==> config.mk <==
export PLATFORM = sky130hd
export DESIGN_NAME = leaf_stream_egress_buffer_flat
export DESIGN_NICKNAME = d
export VERILOG_FILES = /design/src/rtl/leaf_pkt_pkg.sv /design/src/rtl/leaf_stream_egress_buffer_if.sv /design/src/rtl/leaf_egress_fifo_mem.sv /design/src/rtl/leaf_stream_egress_buffer.sv /design/src/flat_wrapper.sv
export SDC_FILE = /design/constraint.sdc
export NUM_CORES = 1
export LEC_CHECK = 0
export CAP_MARGIN = 10
export CORE_ASPECT_RATIO = 1.5
export CORE_MARGIN = 5
export CORE_UTILIZATION = 38
export DETAILED_ROUTE_END_ITERATION = 8
export DONT_BUFFER_PORTS = 1
export GPL_TIMING_DRIVEN = 0
export PLACE_DENSITY = 0.52
export SLEW_MARGIN = 20
export SYNTH_ARGS = -nofsm -noshare
export SYNTH_HDL_FRONTEND = slang
export SYNTH_HIERARCHICAL = 1
export SYNTH_SLANG_ARGS = --single-unit
==> constraint.sdc <==
create_clock -name clk -period 24.2 [get_ports clk]
set_clock_uncertainty 0.1 [all_clocks]
set_input_delay 2.42 -clock clk [delete_from_list [all_inputs] [get_ports clk]]
set_output_delay 2.42 -clock clk [all_outputs]
set_load 0.005 [all_outputs]
**Run 1: cell classes on the final placement**

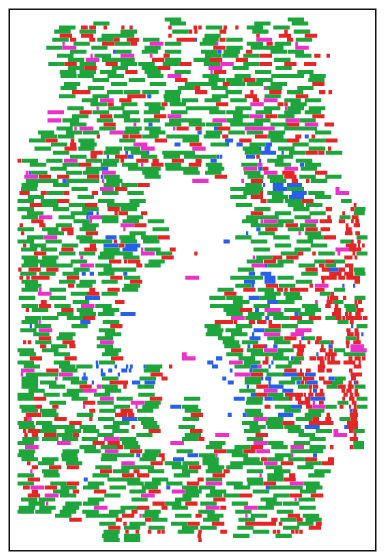
| class | colour | cells | share of their area |
|---|---|---|---|
| remaining logic cells | red | 594 | 21% |
| clock drivers and dummy loads | magenta | 141 | 7.2% |
| registers | green | 811 | 67% |
| remaining buffers and delay cells | blue | 147 | 4.4% |
share of the final layout cell area in sequential cells: 64.9%
fraction of the core area covered by cells at the end of the flow: 44.2%

**Run 1: sizing map**

Bar = 50 microns.
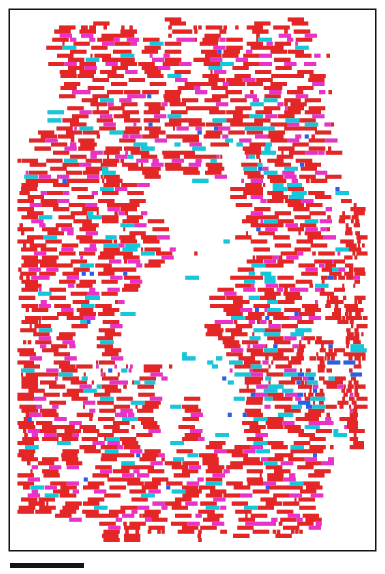
| size | colour | cells | share |
|---|---|---|---|
| x6 and larger | cyan | 156 | 9.2% |
| x2 | magenta | 325 | 19% |
| x1 and smaller | red | 1,169 | 69% |
| x3 and x4 | blue | 43 | 2.5% |
final worst slack: 18,330 ps
count of non-CTS buffers in the layout: 147
cell area after layout: 0.0369 sq mm
Area Growth Syn to Fin: 16.1%

**Run 1: clock routing**

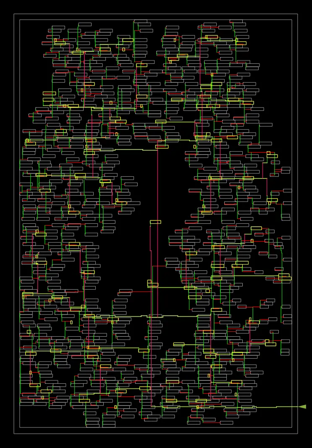
flop count: 811
Clock group: 1.22 mW
TritonCTS Buffers: 81

**Run 1: sequential cells coloured by netlist name**

Bar = 50 microns.
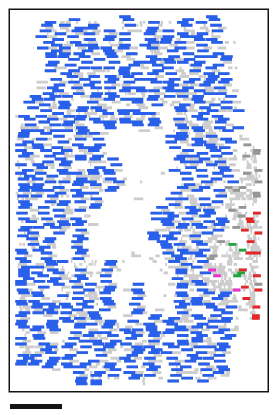
| netlist name | colour | flops |
|---|---|---|
| `u_core/u_mem/mem` | blue | 768 |
| `u_core/wr_ptr` | magenta | 3 |
| `u_core/bus.occupancy` | green | 4 |
| `u_core/bus.drop_cnt` | red | 16 |
sequential cell area: 0.0239 sq mm
seq pwr: 1.63 mW

==> results_slide.txt, run 1 <==
Implementation Results

Clocking
  • Clock-pin slew on the worst setup and hold paths: 60 ps
  • Insertion delay of the later-clocked pin in the worst-skew pair: 610 ps
  • Number of post-CTS setup repair buffers: 0
  • Total number of H-tree levels: 3
  • Root buffer selected by CTS: clkbuf_16
  • Buffer levels on the longest clock path: 3

Setup path
  • Critical path class: flip-flop to primary output
  • FF-to-FF path depth: 11
  • Worst R2R Setup Slack: 20,490 ps
  • Data required time at the worst endpoint: approximately 22,000 ps
  • Startpoint class of the critical path: flip-flop
  • Crit. End Element: primary output

Pwr
  • Combinational share of power: between 20% and 30%
  • Pwr per Cell Area: approximately 100 mW/mm^2
  • Leakage Power: roughly 11 nW
  • Maximum vdd drop: approximately 0.000073 V
  • Sw Share: 26.5%
  • NetSw: 0.977 mW
  • Reg power frac: 44.1%

Hold path
  • Kind of path behind the tightest hold check: flip-flop to flip-flop

Synth
  • Average cell area after synthesis: 21.4 sq um
  • Syn_nets: around 1,600

Place
  • Final HPWL from detailed placement: between 40 and 50 mm
  • Number of placed instances with taps included: about 2,700
  • Count of input and output buffers: 0

Final timing
  • Count of final hold-check violations: 0
  • Max-Slew Margin vs Limit: 37.1%
  • Max Clk Rate: 0.170 GHz
  • Setup_tns: 0 ps
  • Max Transition Viols Final: 0

Global route
  • Global-route wire length before repair: 109 mm
  • Number of antenna violations at the first check in global routing: 2
  • Overall track demand over capacity in global routing: approximately 17%
  • Largest net degree at the start of global routing: 20

Drt
  • Via Count: approximately 15,000
  • Total DRC errors in the routed layout: 0
  • Wire length after detailed routing: 73.7 mm
  • Average vias per placed instance: 5.25
  • WL/cell: between 20 and 30 microns
  • Drt initial violations: slightly above 800

Floorplanning
  • Floorplan-stage core utilization: between 30% and 40%
  • Placeable core region: around 0.083 sq mm
  • Row count: roughly 130

Finish
  • Antenna diodes: 0
  • Max reg flops: roughly 770
  • Highest-count logic cell in the final layout: edfxtp_1
  • Most used cells in the layout excluding fill and tap cells: 768 x edfxtp_1, 192 x mux4_2, 98 x and2_1, 98 x mux2_2, 83 x clkbuf_16

Run status
  • Status: complete, no violations

Run
  • Count of maximum capacitance violations: 0
-- run 1: metrics by stage --
| stage | area, sq um | worst slack, ps | total power [mW] | hold WS, ps |
|---|---|---|---|---|
| 2_1_floorplan | 31800 | 14200 | 2.26 | 350 |
| 3_3_place_gp | 33200 | 6020 | 2.53 | 376 |
| 3_5_place_dp | 34300 | 18870 | 2.53 | 380 |
| 4_1_cts | 36900 | 18180 | 3.77 | 390 |
| 5_1_grt | 36900 | 18160 | 3.87 | 429 |
| 6_report | 36900 | 18330 | 3.69 | 389 |
-- run 1: power by group through the flow --
stage	registers, mW	logic (mW)	clock network [mW]
2_1_floorplan	1.66	0.591	0
3_5_place_dp	1.66	0.873	0
3_3_place_gp	1.68	0.845	0
6_report	1.63	0.841	1.22
5_1_grt	1.63	0.919	1.32
4_1_cts	1.63	0.877	1.26
-- run 1: critical path, stage by stage, from the launching register on --
cell and delay (ps):
dfxtp_1 490, buf_2 210, clkbuf_1 690, buf_2 480, mux4_2 370, mux2_2 290, and2_1 200
-- run 1: routing by layer --
| layer | up-vias | track usage, % | wire [microns] |
|---|---|---|---|
| met5 | - | 0 | 0 |
| met4 | 0 | 4.06 | 1340 |
| met1 | 7890 | 19.9 | 28600 |
| met2 | 356 | 28.8 | 37700 |
| li1 | 6445 | - | - |
| met3 | 81 | 5.54 | 5960 |
-- run 1: final cells by class --
cell class / count / area [sq um]
Buffer: 78 / 469
Multi-Input combinational cell: 589 / 7410
Fill cell: 7107 / 46600
Sequential cell: 811 / 23900
Inverter: 5 / 18.8
Timing Repair Buffer: 69 / 1100
Clock inverter: 43 / 423
Clock buffer: 98 / 2130
Tap cell: 1122 / 1400
==> run 1 -> run 2 <==
Clock period 24.2 ns to 6.12 ns, I/O delays scaled along.
**Run 2: clock routing**

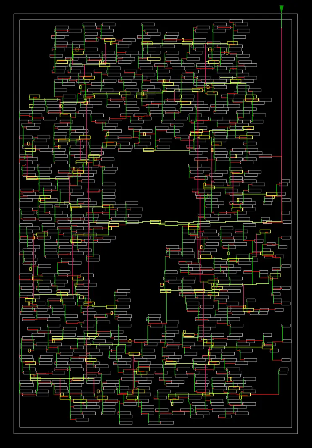
TritonCTS Buffers: 79
Clock group: 4.76 mW

**Run 2: cell classes on the final placement**

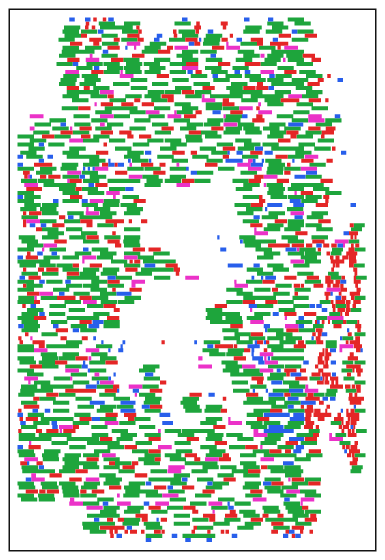
| class | colour | cells | share of their area |
|---|---|---|---|
| clock drivers and dummy loads | magenta | 144 | 6.9% |
| remaining logic cells | red | 594 | 20% |
| remaining buffers and delay cells | blue | 228 | 6.9% |
| registers | green | 811 | 66% |
row count: 130
cell area after layout: 0.0378 sq mm
fraction of the core area covered by cells at the end of the flow: 45.3%

==> run 2 against run 1 <==
Global-route usage hardly changed. Worst hold slack worse by 260 ps. Synthesized area stayed put. Final cell count is 3.3% higher. Power went up to 4.0 times the previous value. Synthesized cell count stayed put. First-iteration DRC count is 16% higher. Core utilization is 1.1 points higher. Non-clock buffer count is 81 higher. Sequential share of layout area is 1.6 points lower. Register-to-register slack worse by 18000 ps.
==> results_slide.txt, run 2 <==
Implementation Results

Run
  • Count of maximum capacitance violations: 0 (unchanged)

Drt
  • Wire length after detailed routing: 73.8 mm (+0.24%)
  • Drt initial violations: 951 (+16%)
  • Average vias per placed instance: 5.23 (-0.41%)
  • WL/cell: 25.4 microns (-2.9%)

Clocking
  • Total number of H-tree levels: 3 (unchanged)
  • Buffer levels on the longest clock path: 3 (unchanged)
  • Number of post-CTS setup repair buffers: 0 (unchanged)
  • Clock-pin slew on the worst setup and hold paths: 60 ps (about the same)
  • Root buffer selected by CTS: clkbuf_16
  • Insertion delay of the later-clocked pin in the worst-skew pair: 630 ps (+20 ps)

Global route
  • Overall track demand over capacity in global routing: 16.5% (-0.029 points)
  • Largest net degree at the start of global routing: 20 (unchanged)
  • Number of antenna violations at the first check in global routing: 12 (+10)
  • Global-route wire length before repair: 110 mm (+0.89%)

Floorplanning
  • Placeable core region: 0.0834 sq mm (unchanged)
  • Floorplan-stage core utilization: 38.1% (unchanged)

Final timing
  • Setup_tns: 0 ps (unchanged)
  • Max Clk Rate: approximately 0.25 GHz
  • Final hold slack: 133 ps (-257 ps)
  • Max Transition Viols Final: 0 (unchanged)
  • Max-Slew Margin vs Limit: 42.0% (+5.0 points)

Finish
  • Most used cells in the layout excluding fill and tap cells: 768 x edfxtp_1, 192 x mux4_2, 98 x and2_1, 98 x mux2_2, 96 x dlygate4sd3_1
  • Max reg flops: 768 (unchanged)
  • Highest-count logic cell in the final layout: edfxtp_1

Setup path
  • Worst R2R Setup Slack: 2900 ps (-17,590 ps)
  • Crit. End Element: primary output
  • Data required time at the worst endpoint: 5410 ps (-16,270 ps)
  • Startpoint class of the critical path: flip-flop
  • FF-to-FF path depth: 10 (-1)

Run status
  • Status: complete, no violations

Hold path
  • Kind of path behind the tightest hold check: input pin to flip-flop

Synth
  • Syn_nets: 1,590 (unchanged)

Pwr
  • Post-layout power: 14.6 mW (+300%)
  • Pwr per Cell Area: 387 mW/mm^2 (+290%)
  • Maximum vdd drop: 0.000255 V (+250%)
  • Leakage Power: 11.6 nW (+2.7%)

Place
  • Count of input and output buffers: 0 (unchanged)
  • Number of placed instances with taps included: 2,659 (-0.56%)
==> run 2: metal layers <==
metal	up-vias	GRT usage, %	wire, microns
li1	6629	-	-
met1	8100	21.0	30000
met2	371	28.8	37900
met3	86	3.64	4540
met4	6	4.49	1370
met5	-	0	26
==> run 2: repair_timing <==
item / in CTS / in global routing
hold endpoints to repair: 768 / 0
endpoints found under the setup margin: 0 / 0
hold buffers: 96 / 0
==> run 2: layout make-up <==
cell class,instances,area (sq um)
Tap cell,1122,1400
Timing Repair Buffer,150,2050
Inverter,5,18.8
Sequential cell,811,23900
Buffer,78,469
Multi-Input combinational cell,589,7420
Antenna cell,8,20.0
Clock buffer,100,2100
Fill cell,7063,45600
Clock inverter,44,409
==> run 2: critical path: stages (launching register included) <==
cell and delay, ps:
dfxtp_1 460, buf_2 200, clkbuf_1 660, buf_2 460, mux4_2 360, mux2_2 320, and2_1 160
==> run 2: metrics by stage <==
step | setup WS, ps | util [%]
final | 2150 | 45.3
after global routing | 1890 | 45.3
after CTS | 1910 | 45.3
after detailed placement | 2620 | 41.1
after global placement | -4820 | 39.8
after floorplan | 427 | -
==> run 2: power by group <==
part / internal (mW) / switching, mW
Sequential: 6.35 / 0.0830
Clock: 2.73 / 2.03
Combinational: 1.61 / 1.83
Total: 10.7 / 3.95
Power and IR drop assume default switching activity.
